`src/rtl/mem_bus_arbiter_pkg.sv`:
```
// Shared definitions for the instruction/data memory bus arbiter.
// Holds the FSM state codes, the bus owner codes and a width helper
// for the D-streak counter.
package mem_bus_arbiter_pkg;

    typedef enum logic [1:0] {
        ST_IDLE = 2'd0,
        ST_REQ  = 2'd1,
        ST_RESP = 2'd2
    } state_t;

    typedef enum logic {
        OWN_I = 1'b0,
        OWN_D = 1'b1
    } owner_t;

    // Bits needed to count 0..max inclusive.
    function automatic int streak_w(input int max);
        return (max < 1) ? 1 : $clog2(max + 1);
    endfunction

endpackage

```
`src/rtl/mem_bus_arbiter_pick.sv`:
```
// Purpose : grant decision between fetch (I) and load/store (D), plus the D-streak counter.
// Latency : picks are combinational; the streak counter updates on the grant edge.
// Backpress: no pick unless enabled (arbiter idle); a pending I caps D at MAX_D_STREAK grants.
// Ports   : clk/rst; en = arbiter idle; i_req/i_kill/d_req requests; pick_d/pick_i one-hot grant.
module mem_bus_arbiter_pick
    import mem_bus_arbiter_pkg::*;
#(
    parameter int MAX_D_STREAK = 4
) (
    input  logic clk,
    input  logic rst,
    input  logic en,
    input  logic i_req,
    input  logic i_kill,
    input  logic d_req,
    output logic pick_d,
    output logic pick_i
);

    localparam int SW = streak_w(MAX_D_STREAK);
    localparam logic [SW-1:0] STREAK_MAX = SW'(MAX_D_STREAK);

    logic [SW-1:0] streak;
    logic          i_starved;

    // D normally wins; once it has taken MAX_D_STREAK grants in a row while
    // I was waiting, the next decision goes to I. A killed I blocks its own
    // grant but still counts as pending for the starvation test.
    always_comb begin
        i_starved = i_req && (streak == STREAK_MAX);
        pick_d    = en && d_req && !i_starved;
        pick_i    = en && !pick_d && i_req && !i_kill;
    end

    always_ff @(posedge clk or posedge rst) begin
        if (rst) begin
            streak <= '0;
        end else if (pick_d) begin
            if (!i_req) begin
                streak <= '0;
            end else if (streak != STREAK_MAX) begin
                streak <= streak + SW'(1);
            end
        end else if (pick_i) begin
            streak <= '0;
        end
    end

endmodule

```
`src/rtl/mem_bus_arbiter.sv`:
```
// Purpose : shares one single-port memory bus between fetch (I) and load/store (D), one transaction at a time.
// Latency : request at n -> bus_req at n+1 -> (gnt n+1, rvalid n+2) -> x_rvalid pulse at n+3.
// Backpress: bus_req held until bus_gnt; requesters see if_stall/mem_stall until their rvalid pulse.
// Ports   : clk, rst (async, active high); i_* fetch side; d_* load/store side; if_stall/mem_stall
//           to the hazard unit; bus_* request fields out, bus_gnt/bus_rvalid/bus_rdata in.
module mem_bus_arbiter
    import mem_bus_arbiter_pkg::*;
#(
    parameter int ADDR_W       = 32,
    parameter int DATA_W       = 32,
    parameter int MAX_D_STREAK = 4
) (
    input  logic                clk,
    input  logic                rst,
    input  logic                i_req,
    input  logic [ADDR_W-1:0]   i_addr,
    input  logic                i_kill,
    output logic                i_rvalid,
    output logic [DATA_W-1:0]   i_rdata,
    input  logic                d_req,
    input  logic                d_we,
    input  logic [ADDR_W-1:0]   d_addr,
    input  logic [DATA_W-1:0]   d_wdata,
    input  logic [DATA_W/8-1:0] d_wstrb,
    output logic                d_rvalid,
    output logic [DATA_W-1:0]   d_rdata,
    output logic                if_stall,
    output logic                mem_stall,
    output logic                bus_req,
    output logic                bus_we,
    output logic [ADDR_W-1:0]   bus_addr,
    output logic [DATA_W-1:0]   bus_wdata,
    output logic [DATA_W/8-1:0] bus_wstrb,
    input  logic                bus_gnt,
    input  logic                bus_rvalid,
    input  logic [DATA_W-1:0]   bus_rdata
);

    state_t state;
    state_t state_next;
    owner_t owner;
    logic   kill_pend;
    logic   pick_d;
    logic   pick_i;
    logic   resp_done;
    logic   bus_req_next;
    logic   i_killed;

    mem_bus_arbiter_pick #(
        .MAX_D_STREAK (MAX_D_STREAK)
    ) u_pick (
        .clk    (clk),
        .rst    (rst),
        .en     (state == ST_IDLE),
        .i_req  (i_req),
        .i_kill (i_kill),
        .d_req  (d_req),
        .pick_d (pick_d),
        .pick_i (pick_i)
    );

    // State register.
    always_ff @(posedge clk or posedge rst) begin
        if (rst) begin
            state <= ST_IDLE;
        end else begin
            state <= state_next;
        end
    end

    // Next-state logic. REQ never returns to IDLE without a grant, so a
    // kill cannot strand a half-issued bus request.
    always_comb begin
        state_next = state;
        case (state)
            ST_IDLE: if (pick_d || pick_i) state_next = ST_REQ;
            ST_REQ:  if (bus_gnt)          state_next = ST_RESP;
            ST_RESP: if (bus_rvalid)       state_next = ST_IDLE;
            default:                       state_next = ST_IDLE;
        endcase
    end

    // FSM outputs. bus_req is flopped from the next state so it rises the
    // cycle after a pick and falls the cycle after the grant.
    always_comb begin
        resp_done    = (state == ST_RESP) && bus_rvalid;
        bus_req_next = (state_next == ST_REQ);
        // A kill arriving in the very cycle the response lands also counts.
        i_killed     = kill_pend || i_kill;
    end

    always_ff @(posedge clk or posedge rst) begin
        if (rst) begin
            bus_req   <= 1'b0;
            owner     <= OWN_I;
            bus_we    <= 1'b0;
            bus_addr  <= '0;
            bus_wdata <= '0;
            bus_wstrb <= '0;
        end else begin
            bus_req <= bus_req_next;
            if (pick_d) begin
                owner     <= OWN_D;
                bus_we    <= d_we;
                bus_addr  <= d_addr;
                bus_wdata <= d_we ? d_wdata : '0;
                bus_wstrb <= d_we ? d_wstrb : '0;
            end else if (pick_i) begin
                owner     <= OWN_I;
                bus_we    <= 1'b0;
                bus_addr  <= i_addr;
                bus_wdata <= '0;
                bus_wstrb <= '0;
            end
        end
    end

    // A killed fetch still runs to completion on the bus; only its
    // delivery to the fetch stage is dropped.
    always_ff @(posedge clk or posedge rst) begin
        if (rst) begin
            kill_pend <= 1'b0;
        end else if (state_next == ST_IDLE) begin
            kill_pend <= 1'b0;
        end else if ((state != ST_IDLE) && (owner == OWN_I) && i_kill) begin
            kill_pend <= 1'b1;
        end
    end

    // Response routing: each owner's rdata only moves on its own completion.
    always_ff @(posedge clk or posedge rst) begin
        if (rst) begin
            i_rvalid <= 1'b0;
            i_rdata  <= '0;
            d_rvalid <= 1'b0;
            d_rdata  <= '0;
        end else begin
            i_rvalid <= 1'b0;
            d_rvalid <= 1'b0;
            if (resp_done && (owner == OWN_I) && !i_killed) begin
                i_rvalid <= 1'b1;
                i_rdata  <= bus_rdata;
            end
            if (resp_done && (owner == OWN_D)) begin
                d_rvalid <= 1'b1;
                d_rdata  <= bus_we ? '0 : bus_rdata;
            end
        end
    end

    // Stalls are combinational so the hazard unit releases in the same
    // cycle the data arrives; forced low while reset is held.
    always_comb begin
        if_stall  = !rst && i_req && !i_rvalid;
        mem_stall = !rst && d_req && !d_rvalid;
    end

    a_rvalid_in_resp: assert property (@(posedge clk) disable iff (rst)
        bus_rvalid |-> (state == ST_RESP));

endmodule

```
`config.mk`:
```
export PLATFORM = sky130hd
export DESIGN_NAME = mem_bus_arbiter
export DESIGN_NICKNAME = d
export VERILOG_FILES = /design/src/rtl/mem_bus_arbiter_pkg.sv /design/src/rtl/mem_bus_arbiter_pick.sv /design/src/rtl/mem_bus_arbiter.sv
export SDC_FILE = /design/constraint.sdc
export NUM_CORES = 1
export LEC_CHECK = 0
export ABC_AREA = 0
export CAP_MARGIN = 20
export CORE_MARGIN = 2
export CORE_UTILIZATION = 46
export DETAILED_ROUTE_END_ITERATION = 8
export GPL_TIMING_DRIVEN = 0
export PLACE_DENSITY = 0.88
export SLEW_MARGIN = 20
export SYNTH_ARGS = -nofsm -noshare
export SYNTH_HDL_FRONTEND = slang
export SYNTH_SLANG_ARGS = --single-unit
```
`constraint.sdc`:
```
create_clock -name clk -period 12.7 [get_ports clk]
set_clock_uncertainty 0.2 [all_clocks]
set_input_delay 2.54 -clock clk [delete_from_list [all_inputs] [get_ports clk]]
set_output_delay 2.54 -clock clk [all_outputs]
set_load 0.05 [all_outputs]
```
==> flow_metrics.py, run 1 <==
# Flow results
metrics = {
    "yosys": {
        "topCellsByArea": "sky130_fd_sc_hd__dfrtp_1 (55%), sky130_fd_sc_hd__mux2_4 (15%), sky130_fd_sc_hd__nand2_1 (6.3%)",
        "synth.largest_area_cell": "sky130_fd_sc_hd__dfrtp_1",
        "mappedNetlistArea_um2": 6485,
    },
    "clocking": {
        "clock-root-buffer": "sky130_fd_sc_hd__clkbuf_16",
        "cts_made_buffers": 17,
        "setup_fix_buffers_added_after_clock_tree_synthesis": 0,
        "hold_buf_cts": 0,
        "cts.htree.levels": 4,
    },
    "global_route": {
        "number_of_global_route_vias_before_repair": 5305,
        "antenna_found_initial": 0,
        "grtUsageTotal_pct": 23.95,
    },
    "cells_and_area": {
        "layout-drive-gt1-share_pct": 17.75,
        "finalNetCount": 957,
        "num-nonclk-inverters": 8,
        "largest_class": "flip-flops and latches",
        "clockBufferCount": 19,
    },
    "setup_path": {
        "setup.worst_path.start": "i_req",
        "cp.required_ns": 9.96,
        "worst-setup-path-type": "input port to output pin",
        "critical_path.endpoint_type": "output pin",
    },
    "power": {
        "power.ir.vdd_worst_v": 0.0001882,
        "design_power_total_mw": 2.877,
        "switching_share_pct": 45.30,
        "power_frac_seq_pct": 26.7,
        "switching_power_total_mw": 1.303,
    },
    "die": {
        "placement_rows": 43,
        "die_area_um2": 15060,
    },
    "drt": {
        "antenna_violating_nets_post_route": 0,
        "detailedRoute.firstPassIterationCount": 4,
    },
    "placed_design": {
        "placement.cell_area_um2": 9508,
        "instance_count_after_placement_with_tap_cells_included": 976,
    },
    "timing": {
        "timing.fmax_mhz": 143.0,
        "post-route-min-period_ns": 6.993,
        "slew_viol_final": 0,
        "postLayoutSetupSlackWorst_ns": 5.707,
    },
    "worst_hold_path": {
        "min_from": "d_rdata[1]$_DFFE_PP0P_",
    },
    "run_status": {
        "run_status": "complete, no violations",
    },
}
-- run 1: sequential cells by signal, summed over array words and instances, names as in the netlist, 2 cells and up --
name / flops
d_rdata: 32
u_pick.streak: 3
bus_wstrb: 4
bus_wdata: 32
bus_addr: 32
state: 2
i_rdata: 32
-- run 1: cells in the final DEF (no fill, tap or decap), drive strengths merged --
cell type	count
nand3	2
o211ai	2
clkinvlp	5
or4b	1
inv	11
clkinv	4
clkbuf	40
dfrtp	143
o21ai	33
nor2b	1
clkdlybuf4s50	276
o311ai	1
buf	14
nand2b	33
nor3	2
a31oi	1
nor3b	2
and2	1
nand4	1
a41oi	1
a31o	2
and3	1
bufinv	1
mux2	96
and4	1
ha	2
or2	1
mux2i	37
or3b	1
nand2	109
nand4b	3
-- run 1: logic make-up (layout without fill, tap and decap cells) --
kind of cell	after synthesis	after routing	share of synthesized area [%]
compound gates	40	40	3.415
fa+ha+maj	2	2	0.3858
buf+inv	42	351	3.550
flops	143	143	55.18
mux	133	133	26.09
simple gates	159	159	11.38
-- run 1: worst max-delay path: stages --
cell	delay, ns
sky130_fd_sc_hd__clkdlybuf4s50_1	0.66
sky130_fd_sc_hd__nor3b_1	0.22
sky130_fd_sc_hd__clkdlybuf4s50_1	0.83
-- run 1: per-layer routing --
metal / vias up / track usage, % / wire (um)
li1: 2351 / - / -
met5: - / 0 / 0
met1: 2424 / 27.09 / 6791
met3: 39 / 7.063 / 1367
met2: 199 / 41.54 / 9253
met4: 0 / 10.99 / 547
-- run 1: power groups by stage --
stage	clock, mW	sequential (mW)	combinational (mW)
2_1_floorplan	0	1.42	0.445
3_3_place_gp	0	0.763	1.62
3_5_place_dp	0	0.776	1.64
4_1_cts	0.475	0.769	1.65
5_1_grt	0.501	0.790	1.72
6_report	0.466	0.769	1.64
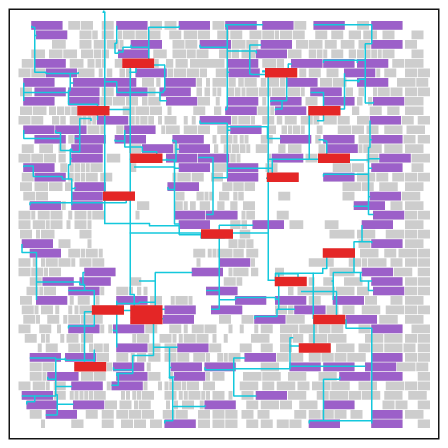
**Above:** run 1 (clock wires, drivers and flops).
Key: cyan = clock wires [length 1,680 um]; red = clock drivers [count 17]; purple = flip-flops [count 143]
There are 18 routed clock nets.

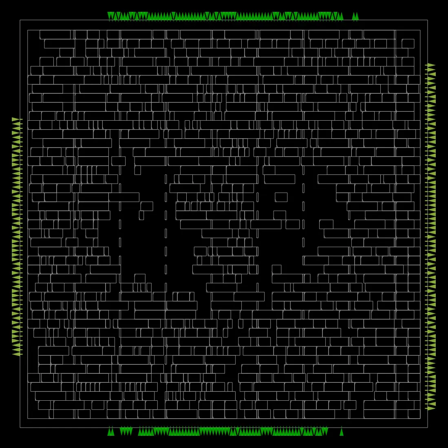
**Above:** run 1 (placed standard cells).
flop share of the area: 35.55%
CORE AREA: 13,830 um^2
core utilization of the finished layout: 72.79%
fin cells: 1,008
number of sequential storage elements: 143

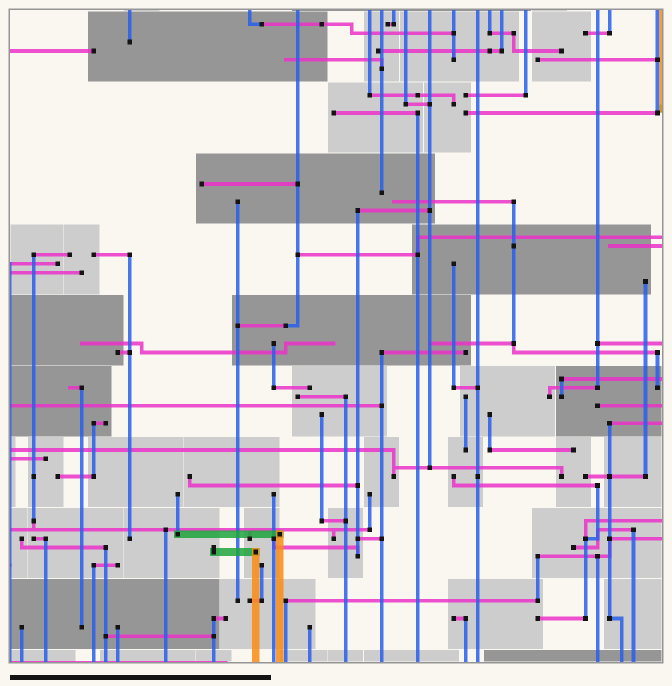
**Above:** run 1 (a small window of the routed layout).
Bar = 10 um. Region (49, 24) to (74, 49) um. Cells in grey, sequential cells in the stronger grey; small squares are vias.
Key: orange = metal 4; green = metal 3; blue = metal 2; magenta = metal 1
29 logic cells have their middle in the window. Netlist names of flops here include `bus_wdata` (4), `u_pick.streak` (1). Most frequent: clkdlybuf4s50_1 (8), nand2_1 (6), dfrtp_1 (5). Sequential cells in the window: 5.

## Run 2: what changed since run 1
CORE_UTILIZATION = 43   (was 46)
PLACE_DENSITY = 0.83   (was 0.88)
clock period = 6.95 ns   (was 12.7 ns; I/O delays follow)
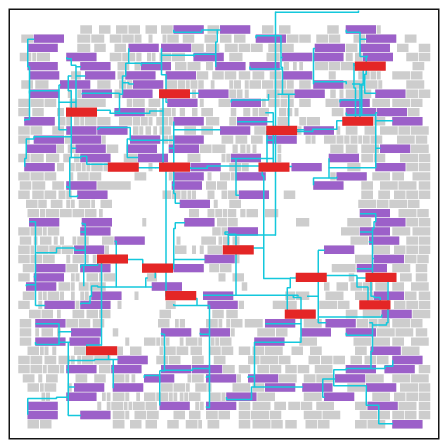
**Above:** run 2 (clock wires, drivers and flops).
Key: purple = flip-flops [count 143]; red = clock drivers [count 17]; cyan = clock wires [length 1,810 um]
There are 18 routed clock nets.
Clk power: 0.896 mW
relative contribution of the clock network to total power: 16.9%
Clk Latency, worst-skew pair: 0.41 ns

==> flow_metrics.py, run 2 <==
# Flow results
metrics = {
    "setup_path": {
        "reg2reg_setup_slack_ns": 4.60,
        "critical_path.endpoint_type": "output pin",
        "path_max_fanout": 8,
        "timing.critical_path.to": "if_stall",
        "r2r_start": "u_pick.streak[0]$_DFFE_PP0P_",
        "cp.required_ns": 5.36,
        "worst-endpoint-arrival_ns": 3.15,
        "worst-setup-path-type": "input port to output pin",
        "rr_worst_depth": 7,
        "crit_path_start_kind": "input port",
        "setup.worst_path.start": "i_req",
    },
    "clocking": {
        "cts.repair.resized": 0,
        "setup_fix_buffers_added_after_clock_tree_synthesis": 0,
        "clock-root-buffer": "sky130_fd_sc_hd__clkbuf_16",
        "cts.htree.levels": 4,
        "clock-sinks": 143,
        "clock_path_buffers": 2,
        "clkTransAtPathRegs_ns": 0.06,
        "hold_buf_cts": 0,
        "cts_made_buffers": 17,
    },
    "global_route": {
        "gr-usage-met2_pct": 40.58,
        "antenna_found_initial": 0,
        "number_of_global_route_vias_before_repair": 5480,
        "grt_overflow": 0,
        "grt_max_degree": 89,
        "busiest_layer": "met2",
        "grt_first_pass_wirelength_um": 28930,
        "globalRouteMet1Util_pct": 27.14,
        "grtUsageTotal_pct": 23.27,
        "gr-usage-met3_pct": 7.634,
    },
    "timing": {
        "slew_viol_final": 0,
        "worstMarginPinSlew_ns": 0.6418,
        "headroom_to_the_max_slew_limit_pct": 57.21,
        "post-route-min-period_ns": 4.744,
        "min_period_over_period_pct": 68.26,
        "setup_tns_final_ns": 0,
        "setup_viol": 0,
        "report.final.hold_viol_count": 0,
        "timing.fmax_mhz": 210.8,
    },
    "cells_and_area": {
        "flow.area_growth_from_synthesis_pct": 55.68,
        "layout_top_cells": "sky130_fd_sc_hd__clkdlybuf4s50_1 (276), sky130_fd_sc_hd__dfrtp_1 (143), sky130_fd_sc_hd__nand2_1 (109), sky130_fd_sc_hd__mux2_4 (64), sky130_fd_sc_hd__mux2i_1 (37)",
        "finalNetCount": 957,
        "design_area_um2": 10100,
        "highest_count_logic_cell_in_the_final_layout": "sky130_fd_sc_hd__clkdlybuf4s50_1",
        "antenna_cells_inserted": 0,
        "layout-drive-gt1-share_pct": 17.87,
    },
    "yosys": {
        "mappedNetlistNets": 661,
        "yosysMostFrequentCell": "sky130_fd_sc_hd__dfrtp_1",
        "ys_dominant_reg_cell": "sky130_fd_sc_hd__dfrtp_1",
        "edf_count": 0,
        "mappedNetlistArea_um2": 6485,
        "synth.largest_area_cell": "sky130_fd_sc_hd__dfrtp_1",
        "synth-async-reset-ratio_pct": 100.0,
        "synth_cell_type_count": 31,
        "postSynthRegisterBits": 143,
        "synth_cells": 519,
        "post-synth-top-area-fraction_pct": 55.18,
        "yosysCellCount": 519,
        "topCellsByArea": "sky130_fd_sc_hd__dfrtp_1 (55%), sky130_fd_sc_hd__mux2_4 (15%), sky130_fd_sc_hd__nand2_1 (6.3%)",
        "yosys.stat.chipArea_um2": 6485,
        "yosysWarnings": 0,
    },
    "worst_hold_path": {
        "holdPathEnd": "d_rdata[2]$_DFFE_PP0P_",
        "min_from": "d_rdata[2]$_DFFE_PP0P_",
        "worstHoldPathType": "flip-flop to flip-flop",
    },
    "die": {
        "die_area_um2": 16080,
        "chipWidth_um": 126.8,
        "placement_rows": 44,
        "floorplanUtilization_pct": 44.28,
        "pin_count": 278,
        "fp.coreArea_um2": 14640,
    },
    "flow_run": {
        "openroad.warnings": 27,
        "max-cap-violations": 0,
    },
    "drt": {
        "antenna_violating_nets_post_route": 0,
        "wire_per_inst_um": 18.21,
        "drcViolationCount": 0,
        "route.detailed.vias_per_inst": 5.004,
        "detailedRoute.firstPassIterationCount": 4,
        "num_vias": 5064,
        "drtIter0Drc": 196,
    },
    "placed_design": {
        "io_buffer_count": 276,
        "dpl.hpwl_um": 13740,
        "placement.cell_area_um2": 9513,
    },
    "power": {
        "power.ir.vdd_worst_v": 0.0003269,
        "cellPowerDensity_nw_per_um2": 525.5,
    },
    "run_status": {
        "run_status": "complete, no violations",
    },
}
[run 2: final cells by class]
cell class / instances / area (um^2)
Buffer: 34 / 200.2
Clock buffer: 18 / 439.2
Tap cell: 184 / 230.2
Sequential cell: 143 / 3578
Inverter: 8 / 37.54
Fill cell: 1029 / 4548
Multi-Input combinational cell: 334 / 2676
Timing Repair Buffer: 277 / 2790
Clock inverter: 14 / 143.9
[run 2: cell families after synthesis]
| family | count (synthesis) | synth area share, % |
|---|---|---|
| simple gates | 159 | 11.38 |
| flops | 143 | 55.18 |
| mux | 133 | 26.09 |
| buf+inv | 42 | 3.550 |
| compound gates | 40 | 3.415 |
| fa+ha+maj | 2 | 0.3858 |
[run 2: metrics by stage]
stage	instances	hold WS (ns)	worst slack (ns)	utilization [%]	power, mW
2_1_floorplan	519	0.2921	1.522	-	3.411
3_3_place_gp	979	0.2628	-0.2786	64.72	4.347
3_5_place_dp	980	0.2721	2.223	64.96	4.422
4_1_cts	1012	0.2889	2.203	68.94	5.348
5_1_grt	1012	0.3160	2.117	68.94	5.543
6_report	1012	0.2830	2.206	68.94	5.305
[run 2: metal layers]
layer	routed length (um)	vias to the layer above
met5	0	-
met4	326	0
met3	1364	22
met2	9495	212
met1	7242	2489
li1	-	2341
[run 2: power breakdown]
part           internal, mW  total [mW]  switching, mW
Clock                 0.515       0.896          0.381
Combinational          1.18        3.00           1.82
Sequential             1.19        1.41          0.216
[run 2: critical path, cell delays in order]
cell and delay (ns):
sky130_fd_sc_hd__clkdlybuf4s50_1 0.67, sky130_fd_sc_hd__nor3b_1 0.25, sky130_fd_sc_hd__clkdlybuf4s50_1 0.84
## Run 3: what changed since run 2
clock period = 4.6 ns   (was 6.95 ns; I/O delays follow)
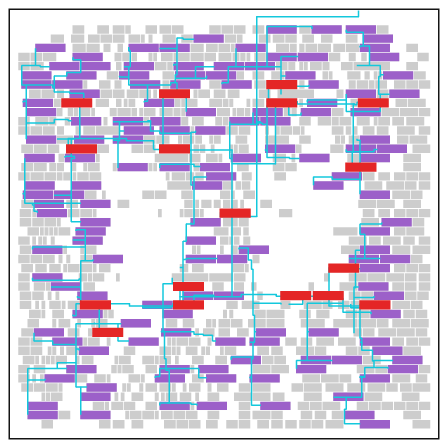
**Above:** run 3 (clock wires, drivers and flops).
Key: purple = flip-flops [count 143]; red = clock drivers [count 17]; cyan = clock wires [length 1,710 um]
There are 18 routed clock nets. Position of the flops: widely spread.
relative contribution of the clock network to total power: 17.3%
Clk power: 1.40 mW

==> flow_metrics.py, run 3 <==
# Flow results
metrics = {
    "run_status": {
        "run_status": "complete, no violations",
    },
    "global_route": {
        "grt_max_degree": 33,
        "number_of_global_route_vias_before_repair": 5523,
        "grt_overflow": 0,
        "antenna_found_initial": 0,
        "grt_first_pass_wirelength_um": 28980,
        "grtUsageTotal_pct": 23.11,
    },
    "clocking": {
        "clock_path_buffers": 2,
        "clock_latency_ns": 0.41,
        "hold_buf_cts": 0,
        "cts.repair.resized": 0,
        "clkTransAtPathRegs_ns": 0.05,
        "cts_made_buffers": 17,
        "setup_fix_buffers_added_after_clock_tree_synthesis": 0,
        "clock-sinks": 143,
        "clock-root-buffer": "sky130_fd_sc_hd__clkbuf_16",
    },
    "flow_run": {
        "max-cap-violations": 0,
        "openroad.warnings": 27,
    },
    "power": {
        "power_frac_seq_pct": 26.3,
        "switching_share_pct": 44.69,
        "comb_power_share_pct": 56.4,
        "power.ir.vdd_worst_v": 0.0004226,
        "p_int_mw": 4.460,
        "switching_power_total_mw": 3.604,
    },
    "yosys": {
        "yosysCellCount": 519,
        "synth_cell_type_count": 31,
        "yosys.stat.chipArea_um2": 6485,
        "postSynthRegisterBits": 143,
        "mappedNetlistNets": 661,
        "edf_count": 0,
        "ys_dominant_reg_cell": "sky130_fd_sc_hd__dfrtp_1",
        "yosysWarnings": 0,
        "yosysMostFrequentCell": "sky130_fd_sc_hd__dfrtp_1",
        "mappedNetlistArea_um2": 6485,
        "synth_cells": 519,
        "topCellsByArea": "sky130_fd_sc_hd__dfrtp_1 (55%), sky130_fd_sc_hd__mux2_4 (15%), sky130_fd_sc_hd__nand2_1 (6.3%)",
        "synth-async-reset-ratio_pct": 100.0,
    },
    "setup_path": {
        "crit_top_cell": "sky130_fd_sc_hd__clkdlybuf4s50_1",
        "buffers_plus_inverters_on_the_worst_setup_path": 2,
        "critical_path.endpoint_type": "output pin",
        "timing.critical_path.to": "if_stall",
        "cp.required_ns": 3.48,
        "timing.critical_path.depth": 3,
        "worst-endpoint-arrival_ns": 2.70,
        "cp_top_family": "buffers and inverters",
        "worst-setup-path-type": "input port to output pin",
        "path_max_fanout": 8,
        "reg2reg_setup_slack_ns": 2.31,
        "setup.worst_path.start": "i_req",
        "timing.critical_path.slowest_cell_delay_ns": 0.88,
        "cp_slowest_cell": "sky130_fd_sc_hd__clkdlybuf4s50_1",
        "crit_path_start_kind": "input port",
        "timing.critical_path.cells": "clkdlybuf4s50_1 > nor3b_1 > clkdlybuf4s50_1",
    },
    "cells_and_area": {
        "final_util_pct": 69.46,
        "finish.cell_count_without_fillers": 1014,
        "finalNetCount": 960,
        "flow.area_growth_from_synthesis_pct": 56.86,
        "layout_top_cells": "sky130_fd_sc_hd__clkdlybuf4s50_1 (276), sky130_fd_sc_hd__dfrtp_1 (143), sky130_fd_sc_hd__nand2_1 (109), sky130_fd_sc_hd__mux2_4 (64), sky130_fd_sc_hd__mux2i_1 (37)",
        "antenna_cells_inserted": 0,
        "highest_count_logic_cell_in_the_final_layout": "sky130_fd_sc_hd__clkdlybuf4s50_1",
        "layout-drive-gt1-share_pct": 17.95,
    },
    "timing": {
        "worstMarginPinSlew_ns": 0.7508,
        "setup_viol": 0,
        "report.final.hold_viol_count": 0,
        "postLayoutSetupSlackWorst_ns": 0.7783,
        "grt_setup_unrepaired": "no",
        "slew_viol_final": 0,
        "post-route-min-period_ns": 3.822,
        "min_period_over_period_pct": 83.08,
        "headroom_to_the_max_slew_limit_pct": 49.84,
        "timing.fmax_mhz": 261.7,
    },
    "worst_hold_path": {
        "min_from": "d_rdata[19]$_DFFE_PP0P_",
        "worstHoldPathType": "flip-flop to flip-flop",
    },
    "placed_design": {
        "instance_count_after_placement_with_tap_cells_included": 983,
        "pre_cts_ws_ns": 0.7906,
        "dpl.hpwl_um": 14070,
    },
    "drt": {
        "wire_per_inst_um": 18.08,
        "num_vias": 5070,
        "drtIter0Drc": 246,
        "drcViolationCount": 0,
        "antenna_violating_nets_post_route": 0,
        "route.detailed.vias_per_inst": 5.000,
        "detailedRoute.firstPassIterationCount": 5,
    },
    "die": {
        "chipWidth_um": 126.8,
        "floorplanUtilization_pct": 44.28,
        "placement_rows": 44,
        "die_area_um2": 16080,
        "pin_count": 278,
    },
}
run 3: tightest hold or removal path, cell delays in order, from the launching register on:
cell	delay, ns
sky130_fd_sc_hd__dfrtp_1	0.34
sky130_fd_sc_hd__nand2_1	0.04
sky130_fd_sc_hd__o21ai_0	0.06
run 3: per-stage QoR:
| stage | hold WS [ns] | power (mW) | cell area (um^2) |
|---|---|---|---|
| after floorplan | 0.2921 | 5.154 | 6489 |
| after global placement | 0.2628 | 6.568 | 9482 |
| after detailed placement | 0.2694 | 6.692 | 9569 |
| after CTS | 0.2892 | 8.122 | 10170 |
| after global routing | 0.3081 | 8.417 | 10170 |
| final | 0.2812 | 8.064 | 10170 |
run 3: cell type report:
| type | count | area (um^2) |
|---|---|---|
| Clock buffer | 19 | 442.9 |
| Sequential cell | 143 | 3578 |
| Fill cell | 1022 | 4472 |
| Clock inverter | 12 | 160.2 |
| Inverter | 8 | 33.78 |
| Buffer | 34 | 200.2 |
| Tap cell | 184 | 230.2 |
| Multi-Input combinational cell | 334 | 2676 |
| Timing Repair Buffer | 280 | 2850 |
run 3: layer usage:
layer	wire, um	up-vias	global-route usage [%]
met5	0	-	0
met4	434	0	7.886
met3	1413	30	7.929
met2	9547	197	41.56
met1	6937	2492	25.49
li1	-	2351	-
run 3: cell families after synthesis:
group / after synthesis / synth area share (%)
muxes: 133 / 26.09
AOI/OAI and AO/OA: 40 / 3.415
DFF: 143 / 55.18
adders and majority gates: 2 / 0.3858
and+or+nand+nor: 159 / 11.38
buffers and inverters: 42 / 3.550
run 3: power groups by stage:
stage               combinational [mW]  sequential [mW]  clock (mW)
CTS                               4.59             2.12        1.42
detailed placement                4.56             2.13           0
finish                            4.55             2.12        1.40
global route                      4.75             2.19        1.48
floorplan                         1.23             3.93           0
global placement                  4.47             2.10           0

==> notes/layouts.md <==
Pictures saved along the way, in no particular order.

Gate families picked out.
panel A
Bar = 50 um.
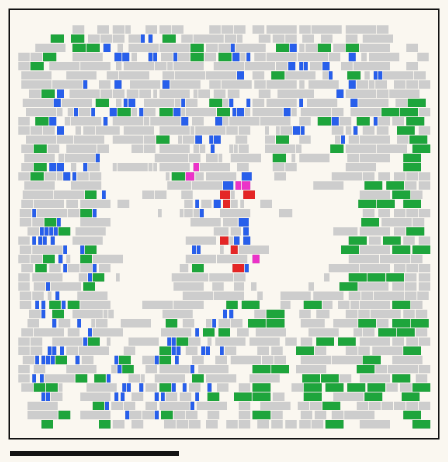
panel B
Bar = 20 um.
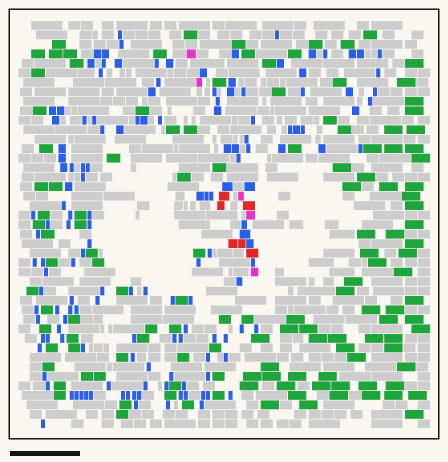
For run 3, see panel A.
For run 1, see panel B.

No activity file was given, so power comes from the tool's default toggle rates.
